$ cat config.mk
export PLATFORM = sky130hd
export DESIGN_NAME = lockstep_sweep_ctrl
export DESIGN_NICKNAME = d
export VERILOG_FILES = /design/src/rtl/lockstep_sweep_ctrl.sv
export SDC_FILE = /design/constraint.sdc
export NUM_CORES = 1
export LEC_CHECK = 0
export CAP_MARGIN = 40
export CORE_UTILIZATION = 54
export CTS_BUF_LIST = sky130_fd_sc_hd__clkbuf_4 sky130_fd_sc_hd__clkbuf_8
export CTS_CLUSTER_SIZE = 14
export DETAILED_ROUTE_END_ITERATION = 8
export PLACE_DENSITY = 0.9
export SLEW_MARGIN = 25
export SYNTH_ARGS = -nofsm -noshare
export SYNTH_HDL_FRONTEND = slang
export SYNTH_SLANG_ARGS = --single-unit
$ cat constraint.sdc
create_clock -name clk -period 2.7 [get_ports clk]
set_clock_uncertainty 0.1 [all_clocks]
set_input_delay 0.27 -clock clk [delete_from_list [all_inputs] [get_ports clk]]
set_output_delay 0.27 -clock clk [all_outputs]
set_load 0.01 [all_outputs]
$ cat src/rtl/lockstep_sweep_ctrl.sv
// lockstep_sweep_ctrl
// Self-test sequencer for the dual-redundant comparator datapath. It walks
// every (vec_a, vec_b) operand pair through both comparator channels, lets
// the channels settle, then cross-checks the two {lt,gt,eq} flag triplets.
// A failing sample is retried up to MAX_RETRY times. A vector that keeps
// failing latches fault and captures the failing pair in fail_a/fail_b.
//
// Optional feature macro: LOCKSTEP_GOLDEN_CHECK_EN
//   When defined, channel 0 is also compared against a locally computed
//   expected triplet. This catches common-mode errors that make both
//   channels wrong in the same way.

module lockstep_sweep_ctrl #(
  parameter int WIDTH     = 4,
  parameter int SETTLE    = 2,
  parameter int MAX_RETRY = 2
) (
  input  logic             clk,
  input  logic             reset,
  input  logic             start,
  input  logic             abort,
  input  logic [2:0]       ch0_flags,
  input  logic [2:0]       ch1_flags,
  output logic [WIDTH-1:0] vec_a,
  output logic [WIDTH-1:0] vec_b,
  output logic             busy,
  output logic             done,
  output logic             fault,
  output logic [7:0]       err_cnt,
  output logic [WIDTH-1:0] fail_a,
  output logic [WIDTH-1:0] fail_b
);

  typedef enum logic [2:0] {
    ST_IDLE   = 3'd0,
    ST_SETTLE = 3'd1,
    ST_SAMPLE = 3'd2,
    ST_DONE   = 3'd3,
    ST_FAULT  = 3'd4
  } state_t;

  localparam logic [3:0]         SETTLE_INIT = 4'(SETTLE);
  localparam logic [2:0]         RETRY_LIMIT = 3'(MAX_RETRY);
  localparam logic [2*WIDTH-1:0] VEC_STEP    = {{(2*WIDTH-1){1'b0}}, 1'b1};
  localparam logic [WIDTH-1:0]   VEC_ZERO    = {WIDTH{1'b0}};

  state_t             state_r;
  logic [3:0]         settle_cnt_r;
  logic [2:0]         retry_cnt_r;

  logic               cross_fail_s;
  logic               golden_fail_s;
  logic               sample_fail_s;
  logic               last_vec_s;
  logic               retry_ok_s;
  logic [7:0]         err_next_s;
  logic [2*WIDTH-1:0] vec_next_s;

  // A valid comparator result has exactly one of lt/gt/eq set.
  function automatic logic is_onehot3(input logic [2:0] f);
    case (f)
      3'b001, 3'b010, 3'b100: return 1'b1;
      default:                return 1'b0;
    endcase
  endfunction

`ifdef LOCKSTEP_GOLDEN_CHECK_EN
  // Reference comparator result for the operand pair currently driven.
  function automatic logic [2:0] golden_flags(input logic [WIDTH-1:0] a,
                                              input logic [WIDTH-1:0] b);
    return {(a < b), (a > b), (a == b)};
  endfunction

  assign golden_fail_s = (ch0_flags != golden_flags(vec_a, vec_b));
`else
  assign golden_fail_s = 1'b0;
`endif

  // Classify the current sample and precompute the next vector and count.
  always_comb begin
    cross_fail_s  = (ch0_flags != ch1_flags) |
                    ~is_onehot3(ch0_flags) |
                    ~is_onehot3(ch1_flags);
    sample_fail_s = cross_fail_s | golden_fail_s;
    last_vec_s    = (&vec_a) & (&vec_b);
    retry_ok_s    = (retry_cnt_r < RETRY_LIMIT);
    vec_next_s    = {vec_a, vec_b} + VEC_STEP;
    if (err_cnt == 8'hFF) begin
      err_next_s = err_cnt;
    end else begin
      err_next_s = err_cnt + 8'd1;
    end
  end

  // Sweep sequencer: the state, vector, counters and all outputs are registered here.
  always_ff @(posedge clk or negedge reset) begin
    if (!reset) begin
      state_r      <= ST_IDLE;
      settle_cnt_r <= 4'd0;
      retry_cnt_r  <= 3'd0;
      vec_a        <= VEC_ZERO;
      vec_b        <= VEC_ZERO;
      busy         <= 1'b0;
      done         <= 1'b0;
      fault        <= 1'b0;
      err_cnt      <= 8'd0;
      fail_a       <= VEC_ZERO;
      fail_b       <= VEC_ZERO;
    end else begin
      case (state_r)
        ST_IDLE, ST_FAULT: begin
          // abort is not looked at here, so start wins if both are high.
          if (start) begin
            state_r      <= ST_SETTLE;
            settle_cnt_r <= SETTLE_INIT;
            retry_cnt_r  <= 3'd0;
            vec_a        <= VEC_ZERO;
            vec_b        <= VEC_ZERO;
            busy         <= 1'b1;
            done         <= 1'b0;
            fault        <= 1'b0;
            err_cnt      <= 8'd0;
            fail_a       <= VEC_ZERO;
            fail_b       <= VEC_ZERO;
          end
        end

        ST_SETTLE: begin
          if (abort) begin
            state_r      <= ST_IDLE;
            settle_cnt_r <= 4'd0;
            retry_cnt_r  <= 3'd0;
            vec_a        <= VEC_ZERO;
            vec_b        <= VEC_ZERO;
            busy         <= 1'b0;
          end else begin
            settle_cnt_r <= settle_cnt_r - 4'd1;
            if (settle_cnt_r == 4'd1) begin
              state_r <= ST_SAMPLE;
            end
          end
        end

        ST_SAMPLE: begin
          if (abort) begin
            // abort is checked before the sample, so this sample is dropped.
            state_r      <= ST_IDLE;
            settle_cnt_r <= 4'd0;
            retry_cnt_r  <= 3'd0;
            vec_a        <= VEC_ZERO;
            vec_b        <= VEC_ZERO;
            busy         <= 1'b0;
          end else if (sample_fail_s) begin
            err_cnt <= err_next_s;
            if (retry_ok_s) begin
              // Treat as possibly transient: settle again on the same vector.
              retry_cnt_r  <= retry_cnt_r + 3'd1;
              settle_cnt_r <= SETTLE_INIT;
              state_r      <= ST_SETTLE;
            end else begin
              fail_a  <= vec_a;
              fail_b  <= vec_b;
              fault   <= 1'b1;
              busy    <= 1'b0;
              state_r <= ST_FAULT;
            end
          end else begin
            retry_cnt_r <= 3'd0;
            if (last_vec_s) begin
              busy    <= 1'b0;
              done    <= 1'b1;
              state_r <= ST_DONE;
            end else begin
              {vec_a, vec_b} <= vec_next_s;
              settle_cnt_r   <= SETTLE_INIT;
              state_r        <= ST_SETTLE;
            end
          end
        end

        ST_DONE: begin
          done    <= 1'b0;
          state_r <= ST_IDLE;
        end

        default: begin
          state_r <= ST_IDLE;
          busy    <= 1'b0;
          done    <= 1'b0;
        end
      endcase
    end
  end

endmodule

==> results.toml <==
# synthesis and place-and-route metrics
[cells_and_area]
buf_share_pct = 16.1
largest_cell_class = "combinational gates"
design_area_sq_mm = 0.00262
logic_gate_count = 169
drive_above_1_share_pct = 8.79
layout_top_cell = "dfrtp_1"
sh_seq_area_pct = 35.3
diodes = 0
clkCellAreaFrac_pct = 3.48
comb_share_pct = 40.5
n_fill_cell = 291
nets = 287
syn2layout_area_growth_pct = 25.6
flop_area_sq_um = 926
n_all_inverters = 16
logic_area_sq_mm = 0.00106
signal_buffers = 43
layout.cells.most_common_list = "dfrtp_1 (37), clkdlybuf4s50_1 (35), nand2_1 (33)"

[detailed_routing]
top_layer = "met4"
wl_met2_um = 2180
initialDrtViolationCount = 118
wl_met1_um = 2170
via_per_inst = 5.91
routed_wl_um = 4680
met3WireLength_um = 228
post-route-drc-count = 0
antenna_left = 0
wl_per_cell_um = 14.6
drt_pass1_iterations = 5
vias = 1898

[placed_design]
dp_hpwl_um = 3350
gp_congestion = 0.894
placed_area_sq_mm = 0.00250
io_buffers = 36

[sta]
max_freq_mhz = 451
finalMaxSlewViolations = 0
tightestPinTransition_ns = 0.643
fin_crit_ns = 2.22
setup_violations = 0
hold_viol_final = 0
finalSetupTns_ns = 0
slew_headroom_pct = 56.7
fin_crit_sh_pct = 82.2
rsz0062_at_grt = "no"

[yosys]
synthMuxAreaShare_pct = 3.60
synth.avg_cell_area_sq_um = 9.15
ff_type = "dfrtp_1"
logic_family = "simple AND/OR/NAND/NOR gates"
synthDistinctLibCells = 53
synth_area_sq_mm = 0.00209
ys_sh_xor_pct = 0.839
yosysCellCount = 228
synthMostInstantiatedCell = "dfrtp_1"
synthAdderAreaFrac_pct = 3.00
top_cells_by_area = "dfrtp_1 (44%), nand2_1 (5.9%), o21ai_0 (4.3%)"
ys_seq_share_pct = 44.4
ys_sh_aoi_pct = 18.5
largest_area_cell = "dfrtp_1"
top_cells_by_count = "dfrtp_1 (37), nand2_1 (33), o21ai_0 (18)"
yosys.area.top_type_share_pct = 44.4
yosysWarningCount = 0
edf_count = 0
fp_nets = 243
numSynthFlops = 37
simple_gate_share_pct = 24.9
async_flop_share_pct = 100
syn_inst = 228
ys_area_sq_mm = 0.00209

[cts]
htree_num_levels = 2
clk_path_buf_depth = 2
post_cts_buffers = 0
cts_root_buf = "clkbuf_8"
path_clk_slew_ns = 0.08
cts_tree = "yes"

[setup_path]
cp_max_fo = 13
ff2ff_path_depth = 4
reg2reg_from = "state_r[0]"
cp-endpoint = "err_cnt[0]"
cp-startpoint = "state_r[0]"
path_class = "flop to flop"
worstPathArrival_ns = 2.31
start_kind = "flop"
r2r_slack_ns = 0.48
required_ns = 2.79
end_kind = "flop"
r2r-end = "err_cnt[0]"

[flow_run]
warnings = 27
cap_violations = 0

[run_status]
status = "complete, no violations"

[floorplan]
core_util_floorplan_pct = 56.6
num_rows = 22
chip_area_sq_mm = 0.00412
die_h_um = 64.2
coreArea_sq_mm = 0.00369
taps = 48
die_w_um = 64.2
num_io_pins = 37

[power]
cellInternalPower_mw = 1.06
switching_share_pct = 37.0
p_seq_share_pct = 42.0
peakVddDrop_uv = 386
p_per_area_mw_per_mm2 = 640
combPwrFrac_pct = 34.6
p_leak_nw = 1.11
power.switching_uw = 620

[hold_path]
hp-class = "primary input to asynchronous set/reset pin"

[global_route]
antenna_found_initial = 0
grt_pass1_vias = 1837
grt_usage_pct = 25.9
grt_pass1_wl_um = 8120
grt_max_degree = 38
grt-ovfl-total = 0
registers in the layout, summed over array words and instances, names as in the netlist:
name,cells
settle_cnt_r,4
done,1
state_r,3
fail_a,4
busy,1
vec_a,4
retry_cnt_r,3
fail_b,4
vec_b,4
fault,1
err_cnt,8
worst max-delay path, cell delays in order (launching register included):
cell     delay [ns]
dfrtp_1        0.52
or4b_4         0.61
a21o_4         0.23
o31a_1         0.36
mux2_4         0.28
repair_timing:
action                                  in CTS  in global routing
hold buffers                                 1                  0
endpoints found under the hold margin       30                  0
endpoints found under the setup margin       0                  0
resized                                      0                  0
power by group through the flow:
stage / logic (mW) / clock network, mW / registers (mW)
floorplan: 0.421 / 0 / 0.677
global placement: 0.555 / 0 / 0.707
detailed placement: 0.568 / 0 / 0.709
CTS: 0.575 / 0.402 / 0.699
global route: 0.662 / 0.430 / 0.714
finish: 0.581 / 0.392 / 0.705
metrics by stage:
| step | utilization [%] | worst slack (ns) | total power, mW | cells | hold WS, ns |
|---|---|---|---|---|---|
| 2_1_floorplan | - | 0.563 | 1.10 | 228 | -0.126 |
| 3_3_place_gp | 67.8 | 0.296 | 1.26 | 311 | 0.306 |
| 3_5_place_dp | 67.8 | 0.257 | 1.28 | 311 | 0.309 |
| 4_1_cts | 70.5 | 0.498 | 1.68 | 320 | 0.387 |
| 5_1_grt | 71.1 | 0.326 | 1.81 | 321 | 0.281 |
| 6_report | 71.1 | 0.480 | 1.68 | 321 | 0.271 |
layer usage:
metal,vias up,track usage (%)
met5,-,0
met4,0,12.2
met3,11,6.43
met2,51,40.6
met1,921,33.6
li1,915,-
how the worst min path moves through the flow:
stage               slack [ns]     to  cells past startpoint
detailed placement        0.31   busy                      1
CTS                       0.39  fault                      2
floorplan                -0.13   busy                      0
global placement          0.31   busy                      1
finish                    0.27   done                      2
global route              0.28   done                      2
placement_by_type.png
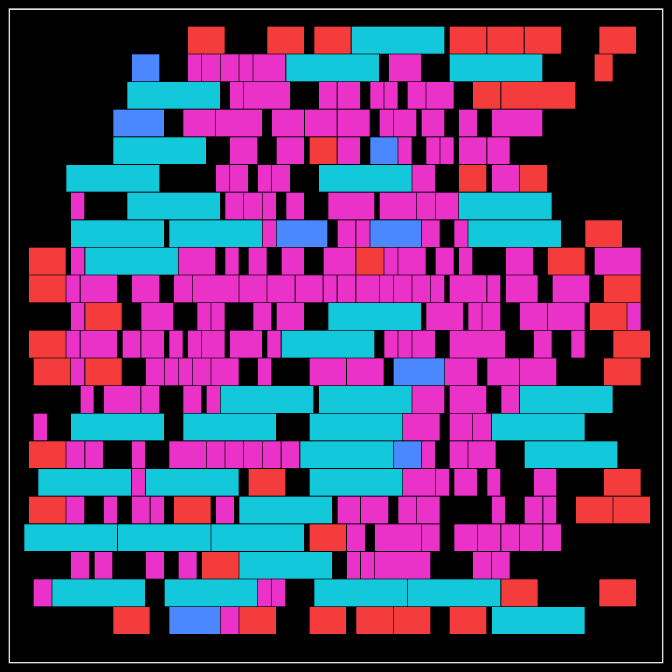
- blue: clock drivers and dummy loads (cells 8)
- magenta: combinational and other logic (cells 185)
- cyan: sequential cells (cells 37)
- red: remaining buffers and delay cells (cells 43)

clk_routes.png
Bar = 20 um.
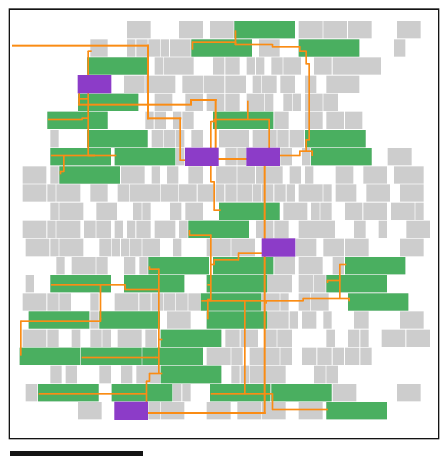
- green: flip-flops (count 37)
- purple: clock drivers (count 5)
- orange: clock wires (length 458 um)
- flops lie: all over the die
clock network power share: 23.4%
clk latency late pin: 0.30 ns
clk pwr: 392 uW

flops_by_reg.png
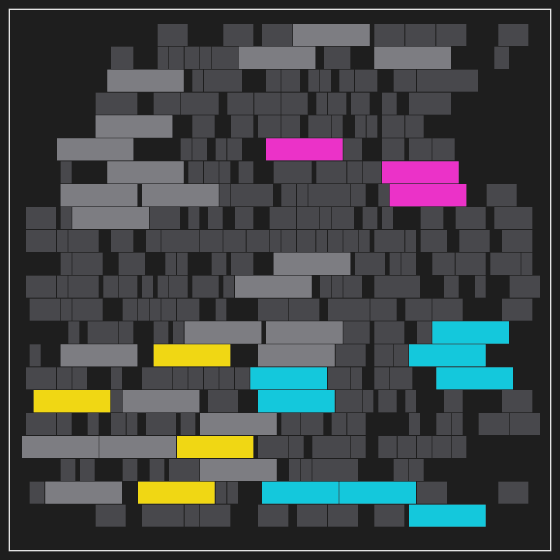
- magenta: `state_r` (flops 3)
- cyan: `err_cnt` (flops 8)
- yellow: `fail_b` (flops 4)

clocks.png
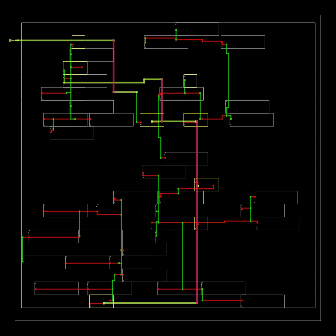
clock buffers: 6
CTS buffer count: 5
CTS sink cnt: 37
seq_cells: 37

logic_types.png
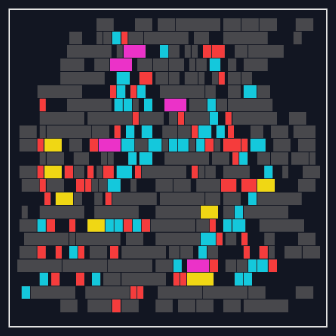
- magenta: fa/ha/maj cells (cells 5)
- cyan: aoi and oai cells (cells 47)
- yellow: mux cells (cells 7)
- red: nand cells (cells 55)

No activity file was given, so power comes from the tool's default toggle rates.
